<file path="src/rtl/j68_bus_pkg.sv">
// rtl/j68_bus_pkg.sv - shared state encoding, function codes and defaults for the j68 bus master
package j68_bus_pkg;

    typedef enum logic [2:0] {
        S_IDLE,
        S_ADDR,
        S_AS,
        S_DS,
        S_WAIT,
        S_DONE,
        S_REL
    } bus_state_t;

    localparam logic [2:0] FC_USER_DATA  = 3'd1;
    localparam logic [2:0] FC_USER_PROG  = 3'd2;
    localparam logic [2:0] FC_SUPER_DATA = 3'd5;
    localparam logic [2:0] FC_SUPER_PROG = 3'd6;
    localparam logic [2:0] FC_INT_ACK    = 3'd7;

    localparam int TIMEOUT_CYC_DEF = 255;

endpackage

</file>
<file path="src/rtl/sync.sv">
// rtl/sync.sv - multi-flop synchronizer for asynchronous active-low bus inputs
module sync #(
    parameter int STAGES = 2
) (
    input  logic clk,
    input  logic rstn,
    input  logic d,
    output logic q
);

    logic [STAGES-1:0] ff;

    // Resets to the negated (high) level so no spurious acknowledge is seen out of reset.
    always_ff @(posedge clk or negedge rstn) begin
        if (!rstn) begin
            ff <= '1;
        end else begin
            ff <= {ff[STAGES-2:0], d};
        end
    end

    assign q = ff[STAGES-1];

endmodule

</file>
<file path="src/rtl/j68_bus_master.sv">
// rtl/j68_bus_master.sv - sequences j68 read/write requests into strobed 68000 bus cycles
module j68_bus_master
    import j68_bus_pkg::*;
#(
    parameter int ADDR_W      = 23,
    parameter int SYNC_STAGES = 2,
    parameter int TIMEOUT_CYC = TIMEOUT_CYC_DEF
) (
    input  logic              clk,
    input  logic              rstn,
    input  logic              rd_ena,
    input  logic              wr_ena,
    input  logic [1:0]        byte_ena,
    input  logic [ADDR_W-1:0] address,
    input  logic [15:0]       wr_data,
    input  logic [2:0]        fc_in,
    output logic              data_ack,
    output logic [15:0]       rd_data,
    output logic              bus_err,
    output logic [ADDR_W-1:0] addr,
    output logic [2:0]        FC,
    output logic              ASn,
    output logic              UDSn,
    output logic              LDSn,
    output logic              R_Wn,
    output logic [15:0]       data_out,
    output logic              data_oe,
    input  logic [15:0]       data_in,
    input  logic              DTACKn,
    input  logic              BERRn
);

    localparam logic [15:0] TO_LIM = TIMEOUT_CYC[15:0];

    bus_state_t        state, state_n;
    logic [15:0]       wait_cnt, cnt_n;
    logic              req_wr, wr_n;
    logic [1:0]        req_be, be_n;
    logic              err, err_n;
    logic              asn_n, udsn_n, ldsn_n, rwn_n, oe_n, ack_n, berr_n;
    logic [ADDR_W-1:0] addr_n;
    logic [2:0]        fc_n;
    logic [15:0]       dout_n, rdata_n;
    logic              dtack_s, berr_s;

    sync #(.STAGES(SYNC_STAGES)) u_sync_dtack (.clk(clk), .rstn(rstn), .d(DTACKn), .q(dtack_s));
    sync #(.STAGES(SYNC_STAGES)) u_sync_berr  (.clk(clk), .rstn(rstn), .d(BERRn),  .q(berr_s));

    always_ff @(posedge clk or negedge rstn) begin
        if (!rstn) begin
            state    <= S_IDLE;
            wait_cnt <= '0;
            req_wr   <= 1'b0;
            req_be   <= 2'b00;
            err      <= 1'b0;
            ASn      <= 1'b1;
            UDSn     <= 1'b1;
            LDSn     <= 1'b1;
            R_Wn     <= 1'b1;
            data_oe  <= 1'b0;
            data_ack <= 1'b0;
            bus_err  <= 1'b0;
            addr     <= '0;
            FC       <= 3'd0;
            data_out <= 16'd0;
            rd_data  <= 16'd0;
        end else begin
            state    <= state_n;
            wait_cnt <= cnt_n;
            req_wr   <= wr_n;
            req_be   <= be_n;
            err      <= err_n;
            ASn      <= asn_n;
            UDSn     <= udsn_n;
            LDSn     <= ldsn_n;
            R_Wn     <= rwn_n;
            data_oe  <= oe_n;
            data_ack <= ack_n;
            bus_err  <= berr_n;
            addr     <= addr_n;
            FC       <= fc_n;
            data_out <= dout_n;
            rd_data  <= rdata_n;
        end
    end

    // Next values are the registered outputs seen during the following state.
    always_comb begin
        state_n = state;
        cnt_n   = 16'd0;
        wr_n    = req_wr;
        be_n    = req_be;
        err_n   = err;
        asn_n   = ASn;
        udsn_n  = UDSn;
        ldsn_n  = LDSn;
        rwn_n   = R_Wn;
        oe_n    = data_oe;
        ack_n   = 1'b0;
        berr_n  = 1'b0;
        addr_n  = addr;
        fc_n    = FC;
        dout_n  = data_out;
        rdata_n = rd_data;
        case (state)
            S_IDLE: begin
                if (rd_ena || wr_ena) begin
                    wr_n    = wr_ena && !rd_ena;
                    be_n    = byte_ena;
                    err_n   = 1'b0;
                    addr_n  = address;
                    fc_n    = fc_in;
                    rwn_n   = !(wr_ena && !rd_ena);
                    if (wr_ena && !rd_ena) begin
                        dout_n = wr_data;
                    end
                    state_n = S_ADDR;
                end
            end
            S_ADDR: begin
                asn_n = 1'b0;
                if (req_wr) begin
                    oe_n = 1'b1;
                end else begin
                    udsn_n = !req_be[1];
                    ldsn_n = !req_be[0];
                end
                state_n = S_AS;
            end
            S_AS: begin
                if (req_wr) begin
                    udsn_n = !req_be[1];
                    ldsn_n = !req_be[0];
                end
                state_n = S_DS;
            end
            S_DS: begin
                state_n = S_WAIT;
            end
            S_WAIT: begin
                // wait_cnt counts completed wait cycles and saturates rather than wrapping.
                cnt_n = (wait_cnt == 16'hFFFF) ? wait_cnt : wait_cnt + 16'd1;
                if (!berr_s) begin
                    err_n   = 1'b1;
                    state_n = S_DONE;
                end else if (!dtack_s) begin
                    state_n = S_DONE;
                end else if (wait_cnt == TO_LIM) begin
                    err_n   = 1'b1;
                    state_n = S_DONE;
                end
            end
            S_DONE: begin
                ack_n  = 1'b1;
                berr_n = err;
                if (!req_wr) begin
                    rdata_n = err ? 16'hFFFF : data_in;
                end
                asn_n   = 1'b1;
                udsn_n  = 1'b1;
                ldsn_n  = 1'b1;
                state_n = S_REL;
            end
            S_REL: begin
                oe_n = 1'b0;
                if (dtack_s && berr_s) begin
                    rwn_n   = 1'b1;
                    state_n = S_IDLE;
                end
            end
            default: state_n = S_IDLE;
        endcase
    end

endmodule

</file>
<file path="config.mk">
export PLATFORM = sky130hd
export DESIGN_NAME = j68_bus_master
export DESIGN_NICKNAME = d
export VERILOG_FILES = /design/src/rtl/j68_bus_pkg.sv /design/src/rtl/sync.sv /design/src/rtl/j68_bus_master.sv
export SDC_FILE = /design/constraint.sdc
export NUM_CORES = 1
export LEC_CHECK = 0
export ABC_AREA = 1
export ABC_CLOCK_PERIOD_IN_PS = 1900
export CAP_MARGIN = 30
export CORE_MARGIN = 8
export CORE_UTILIZATION = 46
export DETAILED_ROUTE_END_ITERATION = 8
export PLACE_DENSITY = 0.8
export SLEW_MARGIN = 20
export SYNTH_ARGS = -nofsm -noshare
export SYNTH_HDL_FRONTEND = slang
export SYNTH_HIERARCHICAL = 1
export SYNTH_SLANG_ARGS = --single-unit
</file>
<file path="constraint.sdc">
create_clock -name clk -period 1.9 [get_ports clk]
set_input_delay 0.38 -clock clk [delete_from_list [all_inputs] [get_ports clk]]
set_output_delay 0.38 -clock clk [all_outputs]
set_load 0.02 [all_outputs]
</file>
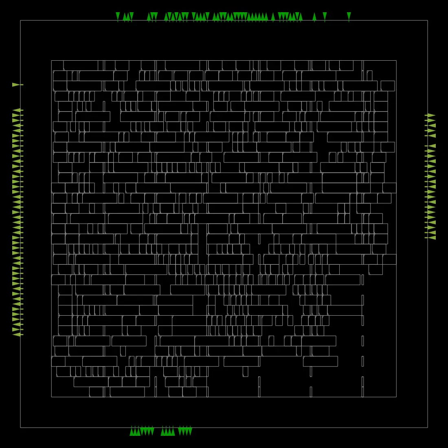
Figure 1: run 1, placement view.
row count: 33
core area: 0.00826 mm2
fraction of area in registers: 41.5%
Fill cells: 680

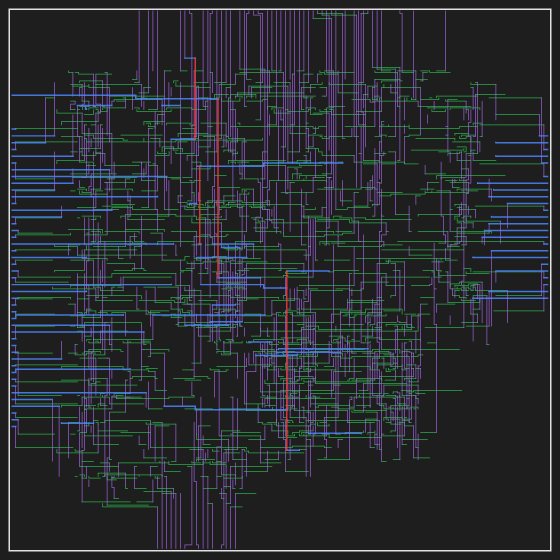
Figure 2: run 1, signal wires by layer.
| layer | colour | wire length |
|---|---|---|
| met3 | blue | 883 um |
| met1 | green | 4130 um |
| met4 | red | 104 um |
| met2 | purple | 4900 um |
DRT Wirelength: 10.0 mm
WL/cell: 14.1 um
GRT Total Usage: 17.3%

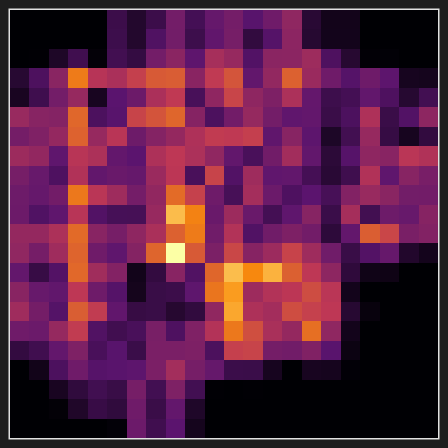
Figure 3: run 1, signal metal coverage by tile.
22 x 22 tiles, from black (low) to pale yellow (high), scaled to the fullest tile. Values are wire area over tile area, all layers added.
tiles over half the peak: 12%
densest ninth of the die: centre
emptiest ninth of the die: lower right
nearly empty tiles: 20%
fullest tile: 0.53
mean over tiles: 0.14

==> deck_impl_summary.md, run 1 <==
Implementation Results

Outcome
  • Status: completed

Power
  • Clock share of power: 16.4%
  • Pwr Total: 8.16 mW
  • P_clk: 1.34 mW
  • Leakage: 2.70 nW
  • Comb group: 3.63 mW
  • Share of power burned in registers: 39.1%
  • Seq group: 3.19 mW
  • PD cells: 1460 mW/mm2

Floorplanning
  • Chip area: 0.0118 mm2
  • Initial core utilization: 47.8%
  • N_taps: 105

STA
  • Final setup viols: 0
  • Worst slew pin tran: 575 ps
  • Post-route worst setup slack: 156 ps
  • Slew headroom: 61.6%
  • WHS: ~360 ps
  • Slew Viols, Final: 0
  • Final period utilization: 91.8%
  • Worst Skew: 14.6 ps
  • Setup TNS: 0 ps

Finish
  • # diodes: 0
  • Most flop-heavy register: addr
  • Final std cells w/o fill: 710
  • Non-clock buffer count: 142
  • Clkbuf count: 12
  • Leading cell kind: sequential cells
  • Fin util: 67.5%
  • Registers: 92
  • Synthesis-to-layout area growth: 41.3%
  • Logic share of the area: 25.6%

Synthesis
  • Post-synth regs: 92
  • Synth mux share: 0%
  • Count leader, synth: nand2_1
  • Commonest cells in the synthesized netlist: nand2_1 (185), dfrtp_1 (84), nor2_1 (57), nand3_1 (25), inv_1 (24)
  • Post-synthesis cell count: 463
  • Synth Seq Share: 58.6%
  • Synthesis area per yosys: 0.00395 mm2
  • Flip-flops with a built-in enable: 0
  • Post-synth top area cell: dfrtp_1
  • Netlist cell types: 27
  • Post-synth ARST share: 100%
  • Synth warn: 6
  • Post-Syn Area: 0.00395 mm2
  • Basic Gates by Area: 31.0%
  • Compound-Gate Fraction of Synth Area: under 10%

Critical path
  • Worst Path Required: 1520 ps
  • CP endpoint kind: output pin
  • R2R depth: 6
  • Critical path startpoint: addr[0]
  • CP peak stage delay: 620 ps
  • Reg2Reg Setup Slack: about 200 ps
  • WS Path Type: reg -> out
  • Buf/Inv on CP: 1
  • CP top delay family: buffers and inverters
  • Crit path to: addr[0]
  • Worst r2r src: wait_cnt[1]

Global route
  • GRT met3 Usage: 6.37%
  • Global route overflow: 0
  • Most Used Layer, Global Route: met2
  • Initial antenna violation count: 0

Routing
  • DR top layer: met4
  • DRC violations left: 0
  • DRT iter0 DRCs: 120
  • Met3 WL: 882 um
  • DR vias/cell: 4.87

Run
  • Log Warnings: 26
  • Max-cap violations: 0

Clock tree
  • Postcts setup bufs: 0
  • Clock Pin Slew Worst Setup and Hold Paths: 100 ps
  • Max Buffers Root-to-Sink: 2
  • Root buffer cell: clkbuf_8
  • CTS sink count: 92

Place
  • Number of placed cells counting well taps: 693
  • GP Congestion: 0.868
  • Pre-CTS WS: approximately 130 ps

Worst hold path
  • Worst min-delay path startpoint: u_sync_berr/ff[0]
  • Hold Path Cell Cnt: 0
==> run 1 -> run 2 <==
- SKIP_LAST_GASP: unset -> 1
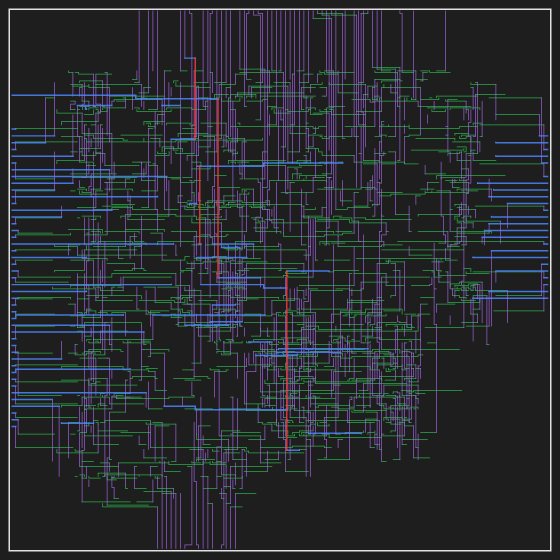
Figure 4: run 2, signal wires by layer.
vias: 3457

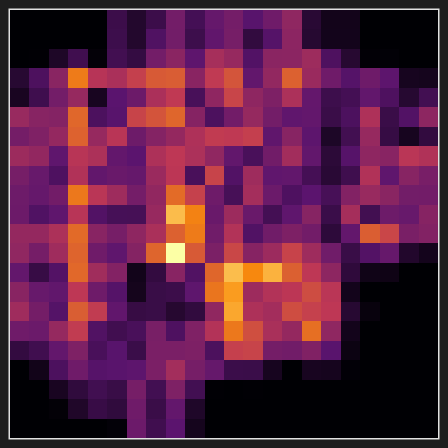
Figure 5: run 2, signal metal coverage by tile.
22 x 22 tiles, from black (low) to pale yellow (high), scaled to the fullest tile. Values are wire area over tile area, all layers added.
fullest tile: 0.53
nearly empty tiles: 20%
tiles over half the peak: 12%
mean over tiles: 0.14
emptiest ninth of the die: lower right

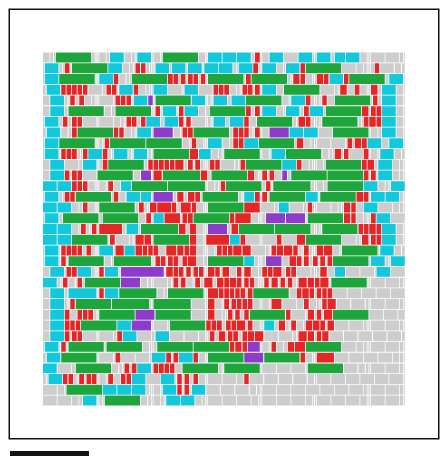
Figure 6: run 2, placed cells, one colour a class.
Bar = 20 um. Fill, decap, tap and diode cells in grey.
| class | colour | cells |
|---|---|---|
| flip-flops | green | 92 |
| other buffers and delay cells | cyan | 142 |
| clock drivers and dummy loads | purple | 16 |
| all other logic | red | 355 |
final instance area: 0.00558 mm2
fin util: 67.5%

==> deck_impl_summary.md, run 2 <==
Implementation Results

Synthesis
  • Count leader, synth: nand2_1
  • Post-synthesis cell count: 463
  • Commonest cells in the synthesized netlist: nand2_1 (185), dfrtp_1 (84), nor2_1 (57), nand3_1 (25), inv_1 (24)
  • Synth warn: 6
  • Post-synth regs: 92
  • Synth Seq Share: 58.6%
  • Compound-Gate Fraction of Synth Area: around 4.9%
  • Post-synth ARST share: 100%
  • Basic Gates by Area: 31.0%

Finish
  • Clkbuf count: 12
  • Final std cells w/o fill: 710
  • Non-clock buffer count: 142
  • Leading cell kind: sequential cells
  • Fill cells: between 600 and 700
  • Registers: 92
  • Most flop-heavy register: addr
  • Fraction of area in registers: 41.5%
  • Synthesis-to-layout area growth: 41.3%
  • Logic share of the area: between 20% and 30%

Outcome
  • Status: completed

Global route
  • GRT met3 Usage: under 10%
  • GRT Total Usage: 17.3%
  • Global route overflow: 0
  • Most Used Layer, Global Route: met2

Floorplanning
  • N_taps: 105
  • Initial core utilization: 47.8%
  • Core area: 0.00826 mm2

Clock tree
  • Postcts setup bufs: 0
  • Max Buffers Root-to-Sink: 2
  • CTS sink count: 92

Run
  • Max-cap violations: 0
  • Log Warnings: 26

Critical path
  • Crit path to: addr[0]
  • CP top delay family: buffers and inverters
  • Worst Path Required: 1520 ps
  • CP peak stage delay: between 600 and 700 ps
  • Critical path startpoint: addr[0]
  • WS Path Type: reg -> out
  • R2R depth: 6
  • CP endpoint kind: output pin

Power
  • Leakage: roughly 2.7 nW
  • Clock share of power: 16.4%
  • Seq group: between 3 and 4 mW

STA
  • Final setup viols: 0
  • Slew Viols, Final: 0
  • Worst slew pin tran: 575 ps
  • Worst Skew: 14.6 ps

Routing
  • DR top layer: met4
  • DRT Wirelength: around 10 mm
  • Met3 WL: 882 um
  • WL/cell: 14.1 um

Worst hold path
  • Worst min-delay path startpoint: u_sync_berr/ff[0]

Place
  • Pre-CTS WS: approximately 130 ps
No activity file was given, so power comes from the tool's default toggle rates.
